ff_map.png
The bar under the picture is 20 microns long. Other sequential cells in the stronger gray, the rest of the logic in the fainter gray.
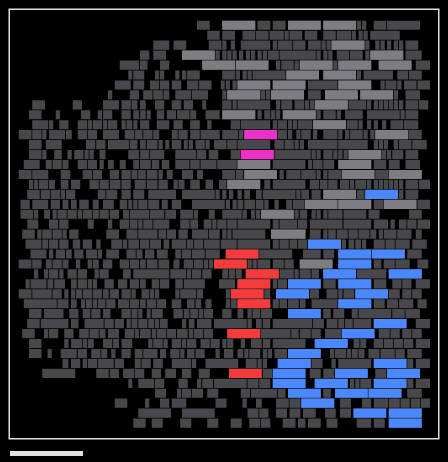
gates.png
The bar under the picture is 20 microns long.
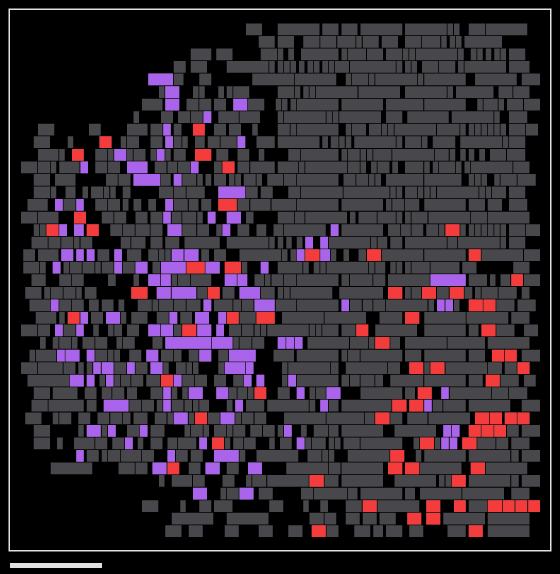
===== src/rtl/mau_pkg.sv =====
// mau_pkg: shared encodings and helpers for the memory access unit.
`default_nettype none

package mau_pkg;

    localparam logic [1:0] SZ_BYTE = 2'b00;
    localparam logic [1:0] SZ_HALF = 2'b01;
    localparam logic [1:0] SZ_WORD = 2'b10;

    typedef enum logic [1:0] {
        ST_IDLE = 2'd0,
        ST_XFER = 2'd1,
        ST_RESP = 2'd2
    } mau_state_t;

    // Reserved size maps to one byte; it is rejected before any access.
    function automatic logic [2:0] size_to_bytes(input logic [1:0] sz);
        case (sz)
            SZ_HALF: return 3'd2;
            SZ_WORD: return 3'd4;
            default: return 3'd1;
        endcase
    endfunction

endpackage

`default_nettype wire


===== src/rtl/mau_load_extend.sv =====
// mau_load_extend: zero/sign extension of the assembled load bytes.
`default_nettype none

module mau_load_extend
    import mau_pkg::*;
(
    input  logic [31:0] i_acc,
    input  logic [1:0]  i_size,
    input  logic        i_signed,
    output logic [31:0] o_result
);

    always_comb begin
        o_result = i_acc;
        case (i_size)
            SZ_BYTE: o_result = {{24{i_signed & i_acc[7]}},  i_acc[7:0]};
            SZ_HALF: o_result = {{16{i_signed & i_acc[15]}}, i_acc[15:0]};
            default: o_result = i_acc;
        endcase
    end

endmodule

`default_nettype wire


===== src/rtl/mem_access_unit.sv =====
// mem_access_unit: big-endian byte-serial load/store initiator with range checks.
// Optional alignment checking enabled by defining MAU_ALIGN_CHECK_EN.
`default_nettype none

module mem_access_unit
    import mau_pkg::*;
#(
    parameter int ADDR_W = 8
) (
    input  logic              clk,
    input  logic              rst_n,
    input  logic              req_valid,
    output logic              req_ready,
    input  logic              req_write,
    input  logic [1:0]        req_size,
    input  logic              req_signed,
    input  logic [31:0]       req_addr,
    input  logic [31:0]       req_wdata,
    output logic              resp_valid,
    output logic [31:0]       resp_rdata,
    output logic              resp_err,
    output logic              mem_read,
    output logic              mem_write,
    output logic [ADDR_W-1:0] mem_addr,
    output logic [7:0]        mem_wdata,
    input  logic [7:0]        mem_rdata
);

    mau_state_t        r_state;
    mau_state_t        w_next;
    logic              r_write;
    logic              r_signed;
    logic              r_err;
    logic [1:0]        r_size;
    logic [1:0]        r_cnt;
    logic [ADDR_W-1:0] r_base;
    logic [31:0]       r_wdata;
    logic [31:0]       r_acc;

    logic [2:0]        w_req_n;
    logic [2:0]        w_cur_n;
    logic [32:0]       w_last_addr;
    logic              w_range_err;
    logic              w_align_err;
    logic              w_req_err;
    logic              w_accept;
    logic              w_last;
    logic [1:0]        w_byte_idx;
    logic [31:0]       w_ext;

    assign w_req_n     = size_to_bytes(req_size);
    assign w_cur_n     = size_to_bytes(r_size);
    assign w_last_addr = {1'b0, req_addr} + 33'(w_req_n) - 33'd1;
    assign w_range_err = (w_last_addr >> ADDR_W) != 33'd0;

`ifdef MAU_ALIGN_CHECK_EN
    assign w_align_err = ((req_size == SZ_HALF) && req_addr[0]) ||
                         ((req_size == SZ_WORD) && (req_addr[1:0] != 2'b00));
`else
    assign w_align_err = 1'b0;
`endif

    assign w_req_err  = (req_size == 2'b11) || w_range_err || w_align_err;
    assign w_accept   = (r_state == ST_IDLE) && req_valid;
    assign w_last     = (r_cnt == 2'(w_cur_n - 3'd1));
    // Big-endian: the first transferred byte is the most significant of the field.
    assign w_byte_idx = 2'(w_cur_n - 3'd1 - {1'b0, r_cnt});

    mau_load_extend u_extend (
        .i_acc    (r_acc),
        .i_size   (r_size),
        .i_signed (r_signed),
        .o_result (w_ext)
    );

    always_ff @(posedge clk or negedge rst_n) begin
        if (!rst_n) begin
            r_state <= ST_IDLE;
        end else begin
            r_state <= w_next;
        end
    end

    always_comb begin
        w_next = r_state;
        case (r_state)
            ST_IDLE: if (req_valid) w_next = w_req_err ? ST_RESP : ST_XFER;
            ST_XFER: if (w_last)    w_next = ST_RESP;
            ST_RESP: w_next = ST_IDLE;
            default: w_next = ST_IDLE;
        endcase
    end

    always_ff @(posedge clk or negedge rst_n) begin
        if (!rst_n) begin
            r_write  <= 1'b0;
            r_signed <= 1'b0;
            r_err    <= 1'b0;
            r_size   <= SZ_BYTE;
            r_cnt    <= 2'd0;
            r_base   <= '0;
            r_wdata  <= 32'd0;
            r_acc    <= 32'd0;
        end else if (w_accept) begin
            r_write  <= req_write;
            r_signed <= req_signed;
            r_err    <= w_req_err;
            r_size   <= req_size;
            r_cnt    <= 2'd0;
            r_base   <= req_addr[ADDR_W-1:0];
            r_wdata  <= req_wdata;
            r_acc    <= 32'd0;
        end else if (r_state == ST_XFER) begin
            r_cnt <= r_cnt + 2'd1;
            if (!r_write) begin
                r_acc <= {r_acc[23:0], mem_rdata};
            end
        end
    end

    always_comb begin
        req_ready  = (r_state == ST_IDLE);
        resp_valid = 1'b0;
        resp_rdata = 32'd0;
        resp_err   = 1'b0;
        mem_read   = 1'b0;
        mem_write  = 1'b0;
        mem_addr   = '0;
        mem_wdata  = 8'd0;
        case (r_state)
            ST_XFER: begin
                mem_read  = !r_write;
                mem_write = r_write;
                mem_addr  = r_base + ADDR_W'(r_cnt);
                mem_wdata = r_write ? 8'(r_wdata >> {w_byte_idx, 3'b000}) : 8'd0;
            end
            ST_RESP: begin
                resp_valid = 1'b1;
                resp_err   = r_err;
                resp_rdata = (!r_write && !r_err) ? w_ext : 32'd0;
            end
            default: ;
        endcase
    end

endmodule

`default_nettype wire


===== config.mk =====
export PLATFORM = sky130hd
export DESIGN_NAME = mem_access_unit
export DESIGN_NICKNAME = d
export VERILOG_FILES = /design/src/rtl/mau_pkg.sv /design/src/rtl/mau_load_extend.sv /design/src/rtl/mem_access_unit.sv
export SDC_FILE = /design/constraint.sdc
export NUM_CORES = 1
export LEC_CHECK = 0
export ABC_CLOCK_PERIOD_IN_PS = 3200
export CORE_MARGIN = 2
export CORE_UTILIZATION = 47
export CTS_CLUSTER_SIZE = 40
export DETAILED_ROUTE_END_ITERATION = 6
export GPL_ROUTABILITY_DRIVEN = 0
export PLACE_DENSITY = 0.78
export REMOVE_ABC_BUFFERS = 1
export SETUP_SLACK_MARGIN = 0.05
export SYNTH_ARGS = -nofsm -noshare
export SYNTH_HDL_FRONTEND = slang
export SYNTH_SLANG_ARGS = --single-unit

===== constraint.sdc =====
create_clock -name clk -period 3.2 [get_ports clk]
set_clock_uncertainty 0.1 [all_clocks]
set_input_delay 0.96 -clock clk [delete_from_list [all_inputs] [get_ports clk]]
set_output_delay 0.96 -clock clk [all_outputs]
set_load 0.03 [all_outputs]

==> GITHUB_STEP_SUMMARY <==
### Metrics collected by this job

| Metric | Value |
|---|---|
| Status | finished with violations |
| Violated checks | negative setup slack |
| Worst setup path class | input port to flip-flop |
| Synth top cell by count | nand2_1 |
| Post-synth cell types | 62 |
| Setup-failing EPs final | 12 |
| Post-synthesis average cell area | 8.276 sq um |
| Detail Route Antenna Nets | 0 |
| Largest type area fraction | 0.3374 |
| Setup WS post-layout | -0.6121 ns |
| Post-synth top area cell | dfrtp_1 |
| Setup crit start | req_size[0] |
| Final Hold Viols | 0 |
| Final period util | 1.191 |
| Startpoint types | input port |
| Clk sinks | 81 |
| Worst EP required | 3.31 ns |
| Die Size | 0.01370 sq mm |
| Post-synth area hogs | dfrtp_1 34%, nand2_1 10%, ha_1 8.5% |
| DRC Markers | 0 |
| Slew HR | 0.1221 |
| Drt total wl | 20,780 microns |
| Yosys stat chip area | 0.006008 sq mm |
| Pre-antenna DRT Iters | 5 |
| R2R Path Start | r_state[1]$_DFFE_PN0P_ |
| Register share after synthesis | 0.3374 |
| Initial antenna violation count | 0 |
| FFs w/ async S/R, synth | 1.000 |
| Top cells by count | 161 x nand2_1, 81 x dfrtp_1, 54 x inv_1 |
| Nets | 1,115 |
| Worst-Margin Slew | 1.315 ns |
| Vias in the first global route | 6,703 |
| Core area | 0.01257 sq mm |
| R2R Setup Slk | 0.50 ns |
| Vias per cell | 5.750 |
| CTS buffer count | 9 |
| Number of max-cap violations | 0 |
| Die height | 117.1 microns |
| Max IR drop VDD | 0.0002149 V |
| Die X | 117.1 microns |
| Number of synthesized register bits | 81 |
| Area Growth Syn to Fin | 56.60% |
Notes on ff_map.png above:
Blue marks r_acc, sequential cells 32, where south-east. Magenta marks r_size, sequential cells 2. Red marks r_base, sequential cells 8.
fin util: 0.7486
P_seq: 1.16 mW

Notes on gates.png above:
Red marks non-inverting ao/oa cells, cells 72. Purple marks aoi and oai cells, cells 124.
most frequent logic cell in the layout: buf_4
non-filler cells, final: 1,170
Comb area share: 0.4323

## state kept, by name, summed over array words and instances (netlist names)
name	flops
r_state	2
r_write	1
r_wdata	32
r_err	1
r_base	8
r_acc	32
r_cnt	2
r_signed	1
r_size	2
## worst min path at each step
stage,startpoint,end,slack (ns),depth (start not counted)
floorplan,r_wdata[16]$_DFFE_PN0P_,r_wdata[16]$_DFFE_PN0P_,0.34,2
global placement,r_wdata[15]$_DFFE_PN0P_,r_wdata[15]$_DFFE_PN0P_,0.35,2
detailed placement,r_wdata[10]$_DFFE_PN0P_,r_wdata[10]$_DFFE_PN0P_,0.36,2
CTS,r_wdata[10]$_DFFE_PN0P_,r_wdata[10]$_DFFE_PN0P_,0.38,2
global route,r_wdata[12]$_DFFE_PN0P_,r_wdata[12]$_DFFE_PN0P_,0.40,2
finish,r_wdata[20]$_DFFE_PN0P_,r_wdata[20]$_DFFE_PN0P_,0.37,2
## worst max-delay path, cell delays in order
cell	delay, ns
buf_8	0.10
inv_4	0.04
ha_4	0.13
inv_4	0.04
ha_4	0.24
inv_2	0.04
ha_4	0.25
nand4b_1	0.11
o221a_1	0.29
or4_4	0.45
a2111oi_4	0.37
a21oi_2	0.10
nor4_2	0.26
nand4_1	0.17
nor4_4	0.24
o22ai_1	0.12
## routing by layer
layer / GRT usage / vias up / routed length [microns]
met4: 0.1435 / 0 / 769
met2: 0.5329 / 318 / 10930
met3: 0.04840 / 81 / 1306
met5: 0 / - / 0
met1: 0.3262 / 3232 / 7777
li1: - / 3096 / -
## per-stage QoR
| stage | setup WS [ns] | hold WS, ns | instance area (sq um) | power (mW) |
|---|---|---|---|---|
| 2_1_floorplan | -1.010 | 0.3403 | 5809 | 1.684 |
| 3_3_place_gp | -1.606 | 0.3529 | 8454 | 2.168 |
| 3_5_place_dp | -1.754 | 0.3618 | 8454 | 2.212 |
| 4_1_cts | -0.5806 | 0.3760 | 9206 | 3.383 |
| 5_1_grt | -0.7862 | 0.4039 | 9409 | 3.624 |
| 6_report | -0.6121 | 0.3738 | 9409 | 3.471 |
## repair_timing
item / in CTS / in global routing
pin swaps: 21 / 8
setup endpoints to repair: 49 / 43
setup buffers: 8 / 6
gates resized: 200 / 76
hold endpoints to repair: 0 / 0
gates cloned: 1 / 0
hold buffers: 0 / 0
## final cells by class
type                            instances  area, sq um
Multi-Input combinational cell        552         4068
Fill cell                             812         3159
Timing Repair Buffer                  296         2575
Sequential cell                        81         2028
Clock buffer                           13        280.3
Tap cell                              172        215.2
Inverter                               54        207.7
Clock inverter                          2        35.03
## report_power, final
part           leakage, nW  switching [mW]  internal [mW]
clock network        0.158           0.411          0.684
logic                 3.28           0.607          0.611
registers             1.05          0.0606           1.10
total                 4.48            1.08           2.39
## logic make-up after synthesis
| kind of cell | synth area share |
|---|---|
| buffers and inverters | 0.06685 |
| XOR/XNOR | 0.03061 |
| AND/OR/NAND/NOR | 0.2162 |
| adder cells (fa/ha/maj) | 0.08871 |
| AND-OR/OR-AND | 0.2284 |
| multiplexers | 0.03186 |
| flip-flops | 0.3374 |
No activity file was given, so power comes from the tool's default toggle rates.
